==> config.mk <==
export PLATFORM = sky130hd
export DESIGN_NAME = mac_rx_frame_dispatch
export DESIGN_NICKNAME = d
export VERILOG_FILES = /design/src/rtl/mac_rx_frame_dispatch.sv
export SDC_FILE = /design/constraint.sdc
export NUM_CORES = 1
export LEC_CHECK = 0
export CORE_MARGIN = 8
export CORE_UTILIZATION = 55
export CTS_BUF_LIST = sky130_fd_sc_hd__clkbuf_8
export CTS_CLUSTER_SIZE = 8
export DETAILED_ROUTE_END_ITERATION = 12
export GPL_ROUTABILITY_DRIVEN = 0
export HOLD_SLACK_MARGIN = 0.1
export PLACE_DENSITY = 0.95
export SETUP_SLACK_MARGIN = 0.3
export SLEW_MARGIN = 20
export SYNTH_ARGS = -nofsm -noshare
export SYNTH_HDL_FRONTEND = slang
export SYNTH_SLANG_ARGS = --single-unit
==> constraint.sdc <==
create_clock -name clk -period 8.32 [get_ports clk]
set_input_delay 0.832 -clock clk [delete_from_list [all_inputs] [get_ports clk]]
set_output_delay 0.832 -clock clk [all_outputs]
set_load 0.1 [all_outputs]
Run 1, the metal 1 layer:
Bar = 20 µm.
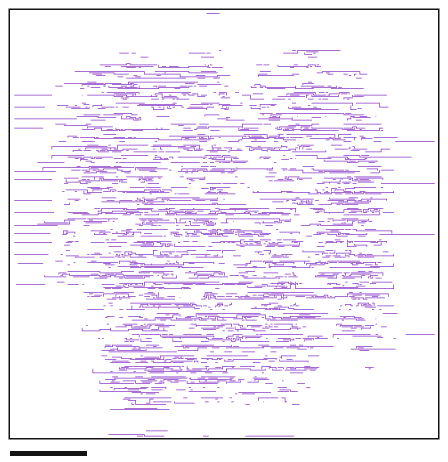
main direction: horizontal
share of all routed wire: 39%
longest straight run: 25.3 µm
nets with wire on the layer: 683
wire length on this layer: 5620 µm
wire length after detailed routing: 14290 µm
total vias in the final route: 4835
met1 usage in global routing: 0.2485

Run 1, signal wires on met2:
Bar = 20 µm.
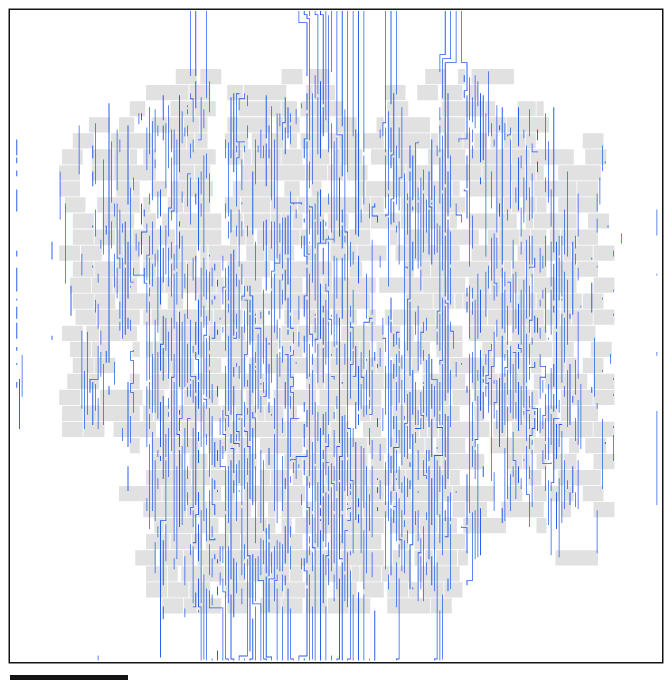
share of all routed wire: 52%
longest straight run: 43.9 µm
main direction: vertical
nets with wire on the layer: 659
fraction of met2 tracks used by global routing: 0.3971

Run 1, the metal 3 layer:
Bar = 20 µm.
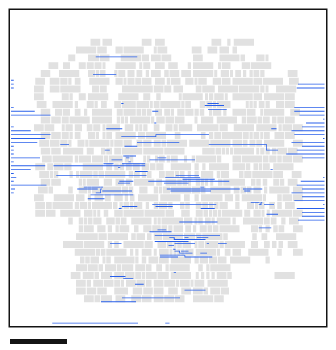
nets with wire on the layer: 113
share of all routed wire: 7.0%
met3 GRT Util: 0.05682

==> highlights.md, run 1 <==
## Synth
* 653 — net count of the mapped netlist
* 8.327 µm² — Mean Syn Cell Area
* 0.1632 — aoi/oai-family share of the synthesized area
* 0.004921 mm² — area reported by Yosys stat
* 0.3824 — area share of the largest cell type after synthesis
* dfxtp_1 — cell taking the most area after synthesis
* 0.3824 — post-synthesis sequential area ratio
* 0.2538 — Post-Synth Simple-Gate Area
* 0.004921 mm² — Post-Synthesis Cell Area
* 0 — YS warnings
* 591 — instance count of the mapped netlist
* 0.05187 — share of cell area taken by muxes after synthesis
* dfxtp_1 — Commonest flop
* dfxtp_1, nor2_1, a21oi_1, a211oi_1, xor2_1 — most area-consuming cells after synthesis
* 0.08543 — share of the synthesized netlist area taken by xor and xnor gates

## Setup path
* 3.49 ns — crit path DAT
* flip-flop — category of the worst setup path launch point
* 4.11 ns — R2R Setup Slk
* output pin — Critical Path End Type
* 6 — cell count along the critical path
* buffers and inverters — Top delay family on crit path
* 10 — FF-to-FF path depth
* inv_1 -> ha_1 -> nand2b_1 -> nand2_1 -> nor4_1 -> clkdlybuf4s50_1 — critical-path cell list
* reg -> out — Setup Crit Path Kind
* 7.49 ns — WP data required
* 1.20 ns — slowest stage delay, CP

## Power
* 0.3515 — fraction of power spent switching nets
* 397.4 µW — net switching component of the power
* 2.184 nW — leakage power
* 104.7 µV — VDD IR-drop max
* 511 µW — flip-flop and latch power
* 0.282 — part of the power in the clock network
* 1.131 mW — Total Power
* 319 µW — power in the clock group

## Final timing
* 0.3289 — Rel. slew slack
* 0.01286 ns — clock skew after layout
* 0 — Final Hold Violation Tally
* 231.6 MHz — f_max
* 4.317 ns — final critical delay including setup and external delays
* no — RSZ-0062 raised after global routing

## Detailed routing
* 0 — drc violations
* 17.93 µm — Routed wire per std cell
* 304 — DRT iter0 DRCs
* 6.066 — post-detailed-route via-to-cell ratio
* 0 — number of nets with antenna violations after detailed routing

## Clock network
* 0 — hold bufs inserted after CTS
* 0.10 ns — CTS clock-pin slew for the worst setup and hold paths
* 0.37 ns — clock latency reported for the late side of the worst-skew pair
* 9 — number of buffers added by the clock tree synthesis step
* 3 — number of H-tree levels
* 2 — deepest clock path buffer count

## Worst hold path
* reg -> reg — worst hold path type

## Flow run
* 0 — Max Cap Violations

## Global route
* 0 — number of antenna violations at the first check in global routing
* 0.2242 — All-Layer GR Usage
* 0 — global route total overflow

## Die
* 110.6 µm — Die W
* 0.5643 — FP Util
* 110.6 µm — die height
* 34 — Placement Rows

## Final layout
* 0.06241 — share of post-route cells with drive strength above 1
* clkdlybuf4s50_1, dfxtp_1, nor2_1 — Top Layout Cells
* 746 — final-stage net count
* 797 — filler-free cell count of the finished design

## Status
* complete, no violations — status

## Placed design
* 10340 µm — sum of net half-perimeters after detailed placement
* 3.797 ns — Place WS

==> run 1: routing by layer <==
| layer | vias up | wire [µm] | part of all wire | track usage |
|---|---|---|---|---|
| met5 | - | 0 | 0 | 0 |
| met4 | 0 | 298 | 0.021 | 0.09279 |
| met1 | 2313 | 5621 | 0.39 | 0.2485 |
| li1 | 2293 | - | - | - |
| met2 | 201 | 7373 | 0.52 | 0.3971 |
| met3 | 28 | 1000 | 0.070 | 0.05682 |
==> run 1: layout make-up <==
| class | count | area (µm²) |
|---|---|---|
| well taps | 108 | 135.1 |
| multi-input cells | 452 | 2860 |
| flip-flops and latches | 94 | 1882 |
| fillers | 632 | 2460 |
| clock buffers | 9 | 123.9 |
| clock inverters | 7 | 77.57 |
| inverters | 13 | 48.80 |
| repair buffers | 114 | 1134 |
Run 1, routing congestion map:
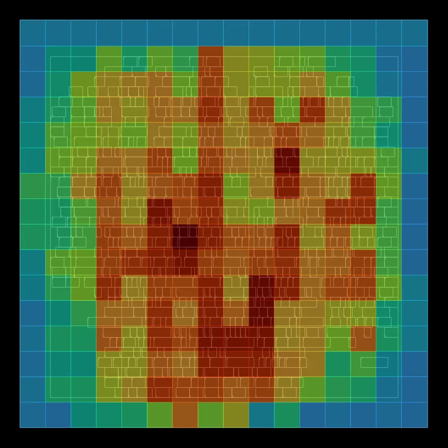

==> run 2, diff against run 1 <==
Settings changed: CORE_UTILIZATION 55 to 52, PLACE_DENSITY 0.95 to 0.92.
Clock period 8.32 ns to 4.05 ns, I/O delays scaled along.
Run 2, routing congestion map:
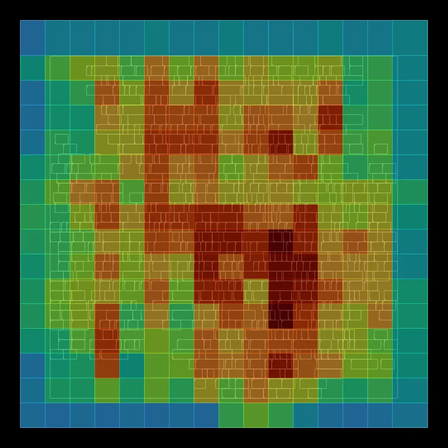
met3 GRT Util: 0.05431
All-Layer GR Usage: 0.2124

==> run 2 against run 1 <==
Net effect: total power rose by 100%; final cell count rose by 1.0%; worst setup slack got worse by 3.2 ns; via count fell by 0.48%; die size rose by 4.9%; clock skew rose by 0.0013 ns; worst hold slack got worse by 0.017 ns; sequential share of layout area fell by 0.31 points; core utilization fell by 3.0 points; critical endpoint is now buf0_q[7]; largest cell class unchanged.
==> highlights.md, run 2 <==
## Final timing
* 307.6 MHz — f_max
* 0 ns — final-layout setup total negative slack
* 3.251 ns — final critical delay including setup and external delays
* no — RSZ-0062 raised after global routing
* 0 — number of failing setup endpoints in the final timing report
* 0.01415 ns — clock skew after layout
* 0 — Final Hold Violation Tally
* 0.3272 — Rel. slew slack

## Global route
* 0 — global route total overflow
* 0.3671 — fraction of met2 tracks used by global routing
* 0 — number of antenna violations at the first check in global routing
* met2 — busiest metal layer after global routing
* 0.2397 — met1 usage in global routing
* 4792 — via count of the first global-routing pass

## Synth
* 0.3824 — post-synthesis sequential area ratio
* 8.327 µm² — Mean Syn Cell Area
* 0.05187 — share of cell area taken by muxes after synthesis
* 0 — YS warnings
* 0.2538 — Post-Synth Simple-Gate Area
* dfxtp_1 — cell taking the most area after synthesis
* 0.004921 mm² — area reported by Yosys stat
* dfxtp_1, nor2_1, a21oi_1, a211oi_1, xor2_1 — most area-consuming cells after synthesis
* 653 — net count of the mapped netlist
* 0.3824 — area share of the largest cell type after synthesis
* 0.08543 — share of the synthesized netlist area taken by xor and xnor gates
* dfxtp_1 — Commonest flop
* 0.004921 mm² — Post-Synthesis Cell Area
* 0.1632 — aoi/oai-family share of the synthesized area
* 591 — instance count of the mapped netlist

## Detailed routing
* 5574 µm — detailed-route wire length on metal 1
* 13810 µm — wire length after detailed routing
* 5.978 — post-detailed-route via-to-cell ratio
* 0 — number of nets with antenna violations after detailed routing
* 1145 µm — routed length on met3
* 6 — number of optimization iterations in the first detailed-route pass
* 321 — DRT iter0 DRCs
* 17.16 µm — Routed wire per std cell
* 4812 — total vias in the final route
* 6698 µm — length of routed met2 wiring
* met4 — uppermost metal layer occupied by signal nets
* 0 — drc violations

## Die
* 0.5351 — FP Util
* 113.3 µm — die height
* 35 — Placement Rows
* 113.3 µm — Die W

## Power
* 171.6 µV — VDD IR-drop max
* 0.267 — share of power burned in combinational logic
* 2.244 nW — leakage power
* 0.3384 — fraction of power spent switching nets
* 1.05 mW — flip-flop and latch power
* 783.8 µW — net switching component of the power
* 646 µW — power in the clock group
* 0.279 — part of the power in the clock network

## Setup path
* 0.74 ns — slowest stage delay, CP
* reg -> reg — Setup Crit Path Kind
* flip-flop — Critical Path End Type
* 3.52 ns — crit path DAT
* a211oi_1 — most frequent cell on the critical path
* 9 — cell count along the critical path
* flip-flop — category of the worst setup path launch point
* and3b_1 -> nand3_1 -> nor2_2 -> mux2_2 -> ha_1 -> inv_1 -> nor2_1 -> a211oi_1 -> a211oi_1 — critical-path cell list
* simple AND/OR/NAND/NOR gates — Top delay family on crit path
* 0.80 ns — R2R Setup Slk
* nor2_1 — highest-delay cell along the critical path
* 4.32 ns — WP data required
* 9 — FF-to-FF path depth

## Clock network
* 0 — hold bufs inserted after CTS
* 9 — number of buffers added by the clock tree synthesis step
* 0.36 ns — clock latency reported for the late side of the worst-skew pair
* 0.09 ns — CTS clock-pin slew for the worst setup and hold paths
* 3 — number of H-tree levels
* 2 — deepest clock path buffer count

## Final layout
* clkdlybuf4s50_1, dfxtp_1, nor2_1 — Top Layout Cells
* 0 — Antenna Diode Count
* 751 — final-stage net count
* 0.1052 — share of post-route cells with drive strength above 1

## Status
* complete, no violations — status

## Placed design
* 0.4506 ns — Place WS
* 10330 µm — sum of net half-perimeters after detailed placement

## Worst hold path
* 2 — instance count along the most critical hold path
* reg -> reg — worst hold path type

## Flow run
* 0 — Max Cap Violations

run 2: metrics by stage:
stage | cell area (µm²) | power, mW | utilization | hold slack (ns) | std cells
after floorplan | 4977 | 1.505 | - | 0.4789 | 591
after global placement | 6106 | 1.651 | 0.6639 | 0.4727 | 789
after detailed placement | 6106 | 1.677 | 0.6639 | 0.4809 | 789
after CTS | 6315 | 2.312 | 0.6867 | 0.4929 | 805
after global routing | 6326 | 2.411 | 0.6879 | 0.5084 | 805
final | 6326 | 2.316 | 0.6879 | 0.4916 | 805
run 2: cell type report:
type | instances | area [µm²]
multi-input cells | 452 | 2914
fillers | 694 | 2870
flip-flops and latches | 94 | 1882
repair buffers | 119 | 1134
clock buffers | 11 | 151.4
well taps | 111 | 138.9
clock inverters | 5 | 57.56
inverters | 13 | 48.80
Power figures rest on the tool's default switching activity, not on a simulated workload.
